<file path="src/rtl/key_search_ctrl_if.sv">
// Bundle of the key search controller's signals: the top-level control side
// (start request, status flags, result key) and the decryption core
// start/done handshake side.
interface key_search_ctrl_if #(
  parameter int KEY_W = 10
);
  // Top-level control side
  logic             search_start;
  logic             busy;
  logic             found;
  logic             exhausted;
  logic             timeout_err;
  logic [KEY_W-1:0] found_key;

  // Decryption core side
  logic             core_reset_n;
  logic             core_start;
  logic [KEY_W-1:0] core_key;
  logic             core_done;
  logic             core_key_ok;

  // The search controller drives the core and reports status
  modport master (
    input  search_start, core_done, core_key_ok,
    output busy, found, exhausted, timeout_err, found_key,
           core_reset_n, core_start, core_key
  );

  // The environment: top-level control plus the decryption core
  modport slave (
    output search_start, core_done, core_key_ok,
    input  busy, found, exhausted, timeout_err, found_key,
           core_reset_n, core_start, core_key
  );
endinterface

</file>
<file path="src/rtl/key_search_ctrl.sv">
// Key search controller: sweeps candidate keys from KEY_FIRST to KEY_LAST,
// resetting and launching a single decryption core once per key. The sweep
// stops on the first key the core accepts or when the range runs out, and a
// watchdog reports a core that never finishes. All outputs are registered.
module key_search_ctrl #(
  parameter int KEY_W      = 10,
  parameter int KEY_FIRST  = 0,
  parameter int KEY_LAST   = 2**KEY_W-1,
  parameter int RST_CYCLES = 2,
  parameter int TIMEOUT    = 65535
) (
  input  logic              clk,
  input  logic              reset_n,
  key_search_ctrl_if.master bus
);

  localparam int WD_W = (TIMEOUT > 0) ? $clog2(TIMEOUT + 1) : 1;
  localparam int RC_W = (RST_CYCLES > 1) ? $clog2(RST_CYCLES) : 1;

  localparam logic [KEY_W-1:0] FIRST_K   = KEY_W'(KEY_FIRST);
  localparam logic [KEY_W-1:0] LAST_K    = KEY_W'(KEY_LAST);
  localparam logic [RC_W-1:0]  RC_LAST   = RC_W'(RST_CYCLES - 1);
  localparam logic [WD_W-1:0]  WD_LAST   = WD_W'(TIMEOUT - 1);

  typedef enum logic [2:0] {
    S_IDLE,
    S_CORE_RST,
    S_LAUNCH,
    S_WAIT,
    S_CHECK,
    S_HALT
  } state_t;

  state_t           r_state;
  logic             r_start_q;
  logic             r_core_reset_n;
  logic             r_core_start;
  logic [KEY_W-1:0] r_core_key;
  logic             r_busy;
  logic             r_found;
  logic             r_exhausted;
  logic             r_timeout_err;
  logic [KEY_W-1:0] r_found_key;
  logic [RC_W-1:0]  r_rst_cnt;
  logic [WD_W-1:0]  r_wd;
  logic             r_key_ok;

  logic             w_start_edge;

  // A search begins only on a rising edge of the start level
  assign w_start_edge = bus.search_start & ~r_start_q;

  assign bus.core_reset_n = r_core_reset_n;
  assign bus.core_start   = r_core_start;
  assign bus.core_key     = r_core_key;
  assign bus.busy         = r_busy;
  assign bus.found        = r_found;
  assign bus.exhausted    = r_exhausted;
  assign bus.timeout_err  = r_timeout_err;
  assign bus.found_key    = r_found_key;

  // Sweep sequencer: reset core, launch it, wait for its verdict, step the key
  always_ff @(posedge clk or negedge reset_n) begin
    if (!reset_n) begin
      r_state        <= S_IDLE;
      r_start_q      <= 1'b0;
      r_core_reset_n <= 1'b0;
      r_core_start   <= 1'b0;
      r_core_key     <= FIRST_K;
      r_busy         <= 1'b0;
      r_found        <= 1'b0;
      r_exhausted    <= 1'b0;
      r_timeout_err  <= 1'b0;
      r_found_key    <= '0;
      r_rst_cnt      <= '0;
      r_wd           <= '0;
      r_key_ok       <= 1'b0;
    end else begin
      r_start_q    <= bus.search_start;
      r_core_start <= 1'b0;

      case (r_state)
        S_IDLE, S_HALT: begin
          r_core_reset_n <= 1'b0;
          if (w_start_edge) begin
            r_core_key    <= FIRST_K;
            r_found       <= 1'b0;
            r_exhausted   <= 1'b0;
            r_timeout_err <= 1'b0;
            r_busy        <= 1'b1;
            r_rst_cnt     <= '0;
            r_state       <= S_CORE_RST;
          end
        end

        S_CORE_RST: begin
          r_core_reset_n <= 1'b0;
          r_rst_cnt      <= r_rst_cnt + 1'b1;
          if (r_rst_cnt == RC_LAST) begin
            r_core_reset_n <= 1'b1;
            r_state        <= S_LAUNCH;
          end
        end

        S_LAUNCH: begin
          r_core_reset_n <= 1'b1;
          r_core_start   <= 1'b1;
          r_wd           <= '0;
          r_state        <= S_WAIT;
        end

        S_WAIT: begin
          if (bus.core_done) begin
            r_key_ok <= bus.core_key_ok;
            r_state  <= S_CHECK;
          end else if (r_wd == WD_LAST) begin
            r_timeout_err  <= 1'b1;
            r_busy         <= 1'b0;
            r_core_reset_n <= 1'b0;
            r_state        <= S_HALT;
          end else begin
            r_wd <= r_wd + 1'b1;
          end
        end

        S_CHECK: begin
          r_core_reset_n <= 1'b0;
          if (r_key_ok) begin
            r_found_key <= r_core_key;
            r_found     <= 1'b1;
            r_busy      <= 1'b0;
            r_state     <= S_HALT;
          end else if (r_core_key == LAST_K) begin
            r_exhausted <= 1'b1;
            r_busy      <= 1'b0;
            r_state     <= S_HALT;
          end else begin
            r_core_key <= r_core_key + 1'b1;
            r_rst_cnt  <= '0;
            r_state    <= S_CORE_RST;
          end
        end

        default: begin
          r_core_reset_n <= 1'b0;
          r_state        <= S_IDLE;
        end
      endcase
    end
  end

endmodule

</file>
<file path="src/flat_wrapper.sv">
// flat-port wrapper written by rule: the top's interface ports become plain ports
module key_search_ctrl_flat 
#(
  parameter int KEY_W      = 10,
  parameter int KEY_FIRST  = 0,
  parameter int KEY_LAST   = 2**KEY_W-1,
  parameter int RST_CYCLES = 2,
  parameter int TIMEOUT    = 65535
)
  (clk, reset_n, bus_search_start, bus_core_done, bus_core_key_ok, bus_busy, bus_found, bus_exhausted, bus_timeout_err, bus_found_key, bus_core_reset_n, bus_core_start, bus_core_key);
  key_search_ctrl_if #(.KEY_W(KEY_W)) bus_i ();
  input  logic clk;
  input  logic reset_n;
  input wire logic [$bits(bus_i.search_start)-1:0] bus_search_start;
  input wire logic [$bits(bus_i.core_done)-1:0] bus_core_done;
  input wire logic [$bits(bus_i.core_key_ok)-1:0] bus_core_key_ok;
  output wire logic [$bits(bus_i.busy)-1:0] bus_busy;
  output wire logic [$bits(bus_i.found)-1:0] bus_found;
  output wire logic [$bits(bus_i.exhausted)-1:0] bus_exhausted;
  output wire logic [$bits(bus_i.timeout_err)-1:0] bus_timeout_err;
  output wire logic [$bits(bus_i.found_key)-1:0] bus_found_key;
  output wire logic [$bits(bus_i.core_reset_n)-1:0] bus_core_reset_n;
  output wire logic [$bits(bus_i.core_start)-1:0] bus_core_start;
  output wire logic [$bits(bus_i.core_key)-1:0] bus_core_key;
  assign bus_i.search_start = bus_search_start;
  assign bus_i.core_done = bus_core_done;
  assign bus_i.core_key_ok = bus_core_key_ok;
  assign bus_busy = bus_i.busy;
  assign bus_found = bus_i.found;
  assign bus_exhausted = bus_i.exhausted;
  assign bus_timeout_err = bus_i.timeout_err;
  assign bus_found_key = bus_i.found_key;
  assign bus_core_reset_n = bus_i.core_reset_n;
  assign bus_core_start = bus_i.core_start;
  assign bus_core_key = bus_i.core_key;
  key_search_ctrl #(.KEY_W(KEY_W), .KEY_FIRST(KEY_FIRST), .KEY_LAST(KEY_LAST), .RST_CYCLES(RST_CYCLES), .TIMEOUT(TIMEOUT)) u_core (.clk(clk), .reset_n(reset_n), .bus(bus_i));
endmodule
</file>
<file path="config.mk">
export PLATFORM = sky130hd
export DESIGN_NAME = key_search_ctrl_flat
export DESIGN_NICKNAME = d
export VERILOG_FILES = /design/src/rtl/key_search_ctrl_if.sv /design/src/rtl/key_search_ctrl.sv /design/src/flat_wrapper.sv
export SDC_FILE = /design/constraint.sdc
export NUM_CORES = 1
export LEC_CHECK = 0
export CORE_ASPECT_RATIO = 0.8
export CORE_MARGIN = 1.5
export CORE_UTILIZATION = 49
export DETAILED_ROUTE_END_ITERATION = 7
export PLACE_DENSITY = 0.78
export SYNTH_ARGS = -nofsm -noshare
export SYNTH_HDL_FRONTEND = slang
export SYNTH_SLANG_ARGS = --single-unit
</file>
<file path="constraint.sdc">
create_clock -name clk -period 2 [get_ports clk]
set_clock_uncertainty 0.15 [all_clocks]
set_input_delay 0.6 -clock clk [delete_from_list [all_inputs] [get_ports clk]]
set_output_delay 0.6 -clock clk [all_outputs]
set_load 0.02 [all_outputs]
</file>
==> results.json <==
{
  "ctsHoldBuffers": 0,
  "ys_chip_area_um2": 2390,
  "multiInputCombCellCount": 172,
  "sequentialPowerShare_pct": 37.9,
  "post-place-ws_ps": -664,
  "worst_ir_drop_vdd_mv": 0.778,
  "timing.hold.ws_ps": 121,
  "globalRouteMet2Util_pct": 40.2,
  "ctsHtreeMaxLevel": 2,
  "maxUsedRoutingLayer": "met4",
  "setup_ws_ps": -66.0,
  "period_used_pct": 103,
  "r2r_cells": 8,
  "max_cap_viol_count": 0,
  "p_comb_share_pct": 45.3,
  "grt_remaining_overflow": 0,
  "die_h_um": 65.5,
  "yosys_cells": 238,
  "post_route_cell_area_um2": 3510,
  "sequential_cell_power_consumption_mw": 1.35,
  "crit_chain": "and4bb_4 -> nand3_2 -> buf_4 -> buf_4 -> buf_4 -> nor4b_4 -> xnor2_1 -> nor2_1",
  "totalWireLength_um": 7170,
  "timing_hold_violations_final": 0,
  "grt_start_max_net_pins": 49,
  "post_synth.cell_area_avg_um2": 10.1,
  "maxClockFrequency_mhz": 484,
  "critical_path.max_fanout": 5,
  "post_synth_mux_area_share_pct": 5.59,
  "synth-xor-area-share_pct": 3.29,
  "ys_top_cells_by_area": "sky130_fd_sc_hd__dfrtp_1 (50%), sky130_fd_sc_hd__mux2_2 (5.2%), sky130_fd_sc_hd__a21oi_1 (3.1%)",
  "setup_viol": 8,
  "post-layout-total-power_mw": 3.55,
  "r2r-start": "u_core.r_state[2]$_DFFE_PN0P_",
  "inv_count": 10,
  "synthDominantAreaCellType": "sky130_fd_sc_hd__dfrtp_1",
  "core-area_um2": 4650,
  "detail_route.wl_per_cell_um": 18.8,
  "status": "finished with violations",
  "timing.critical_path.required_ps": 2020,
  "netlist_top_cells_count": "sky130_fd_sc_hd__dfrtp_1 (48), sky130_fd_sc_hd__nor2_1 (19), sky130_fd_sc_hd__a21oi_1 (15), sky130_fd_sc_hd__nand2_1 (15), sky130_fd_sc_hd__nand3_1 (14)",
  "top_register": "u_core.r_wd",
  "gp_congestion": 0.855,
  "failed_checks": "setup timing",
  "critical_path_cell_count": 8,
  "via_count_of_the_first_global_routing_pass": 2210,
  "globalRouteTotalUtil_pct": 25.8,
  "final.min_clock_period_ps": 2070,
  "slew_headroom_pct": 64.3,
  "critPathLaunch": "u_core.r_state[2]$_DFFE_PN0P_",
  "met3_grt_util_pct": 6.39,
  "placed_cells_incl_taps": 357,
  "hold_class": "in2async",
  "critPathArrivalTime_ps": 2080,
  "synth_seq_share_pct": 50.2,
  "post_cts.repair.setup_buffers": 15,
  "cp.buffers_inverters": 3,
  "layout.clock.cell_area_share_pct": 2.63,
  "post_synth_ao_oa_area_fraction_pct": 13.6,
  "met3WireLength_um": 478
}
### Wires at chosen ports, followed through buffers

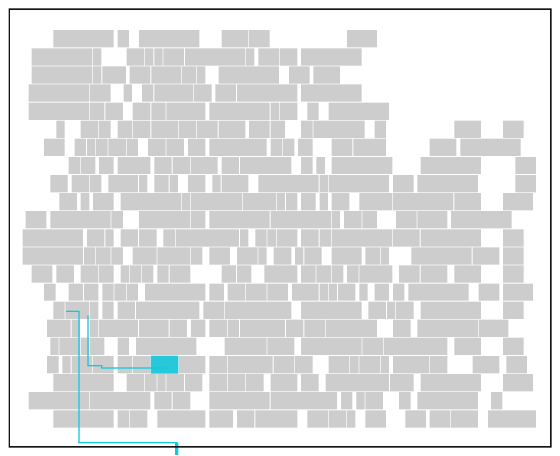
`bus_core_key_ok`: in cyan, bits 1, direction input, edge bottom, end cells 1, buffers 1, wire 56.6 um.
top-level I/O count: 31
Buffers on Ports: 30

### Clock distribution

Scale bar: 20 um.
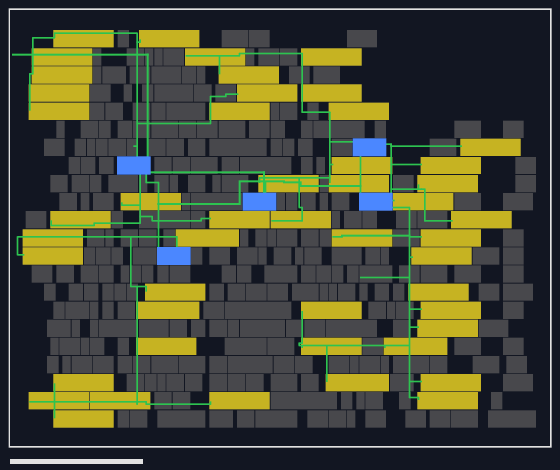
clock wires: in green, length 535 um. clock-net drivers: in blue, count 5. flip-flops: in yellow, count 48.
There are 6 routed clock nets.
clock share of power: 16.7%
reported clock group power: 0.594 mW

### Gate-type map

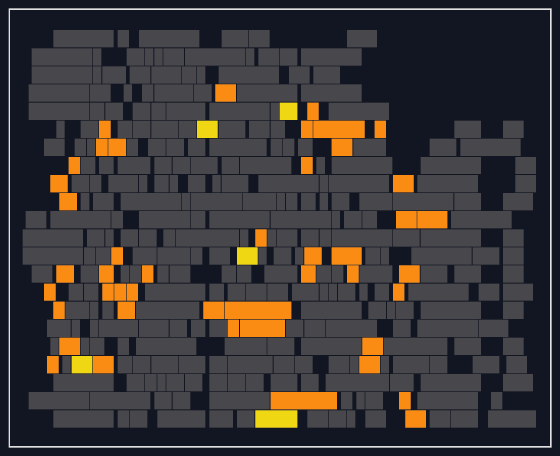
aoi and oai cells: in orange, cells 45, most used a21oi_1. non-inverting ao/oa cells: in yellow, cells 5, most used a22o_1.

### Clock routing

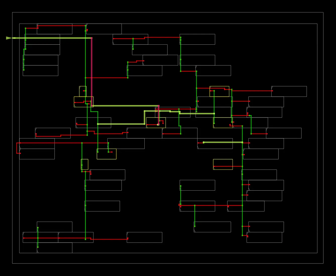
Clock buffer cells: 6
worst skew pair latency: 290 ps
flip-flops: 48
clock net sink count: 48

### Signal wires by layer

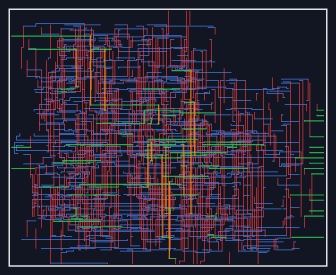
M3: in green, wire length 479 um. M4: in orange, wire length 183 um. M2: in red, wire length 3,520 um. M1: in blue, wire length 2,990 um.

Power is estimated from default activity; no workload was simulated.
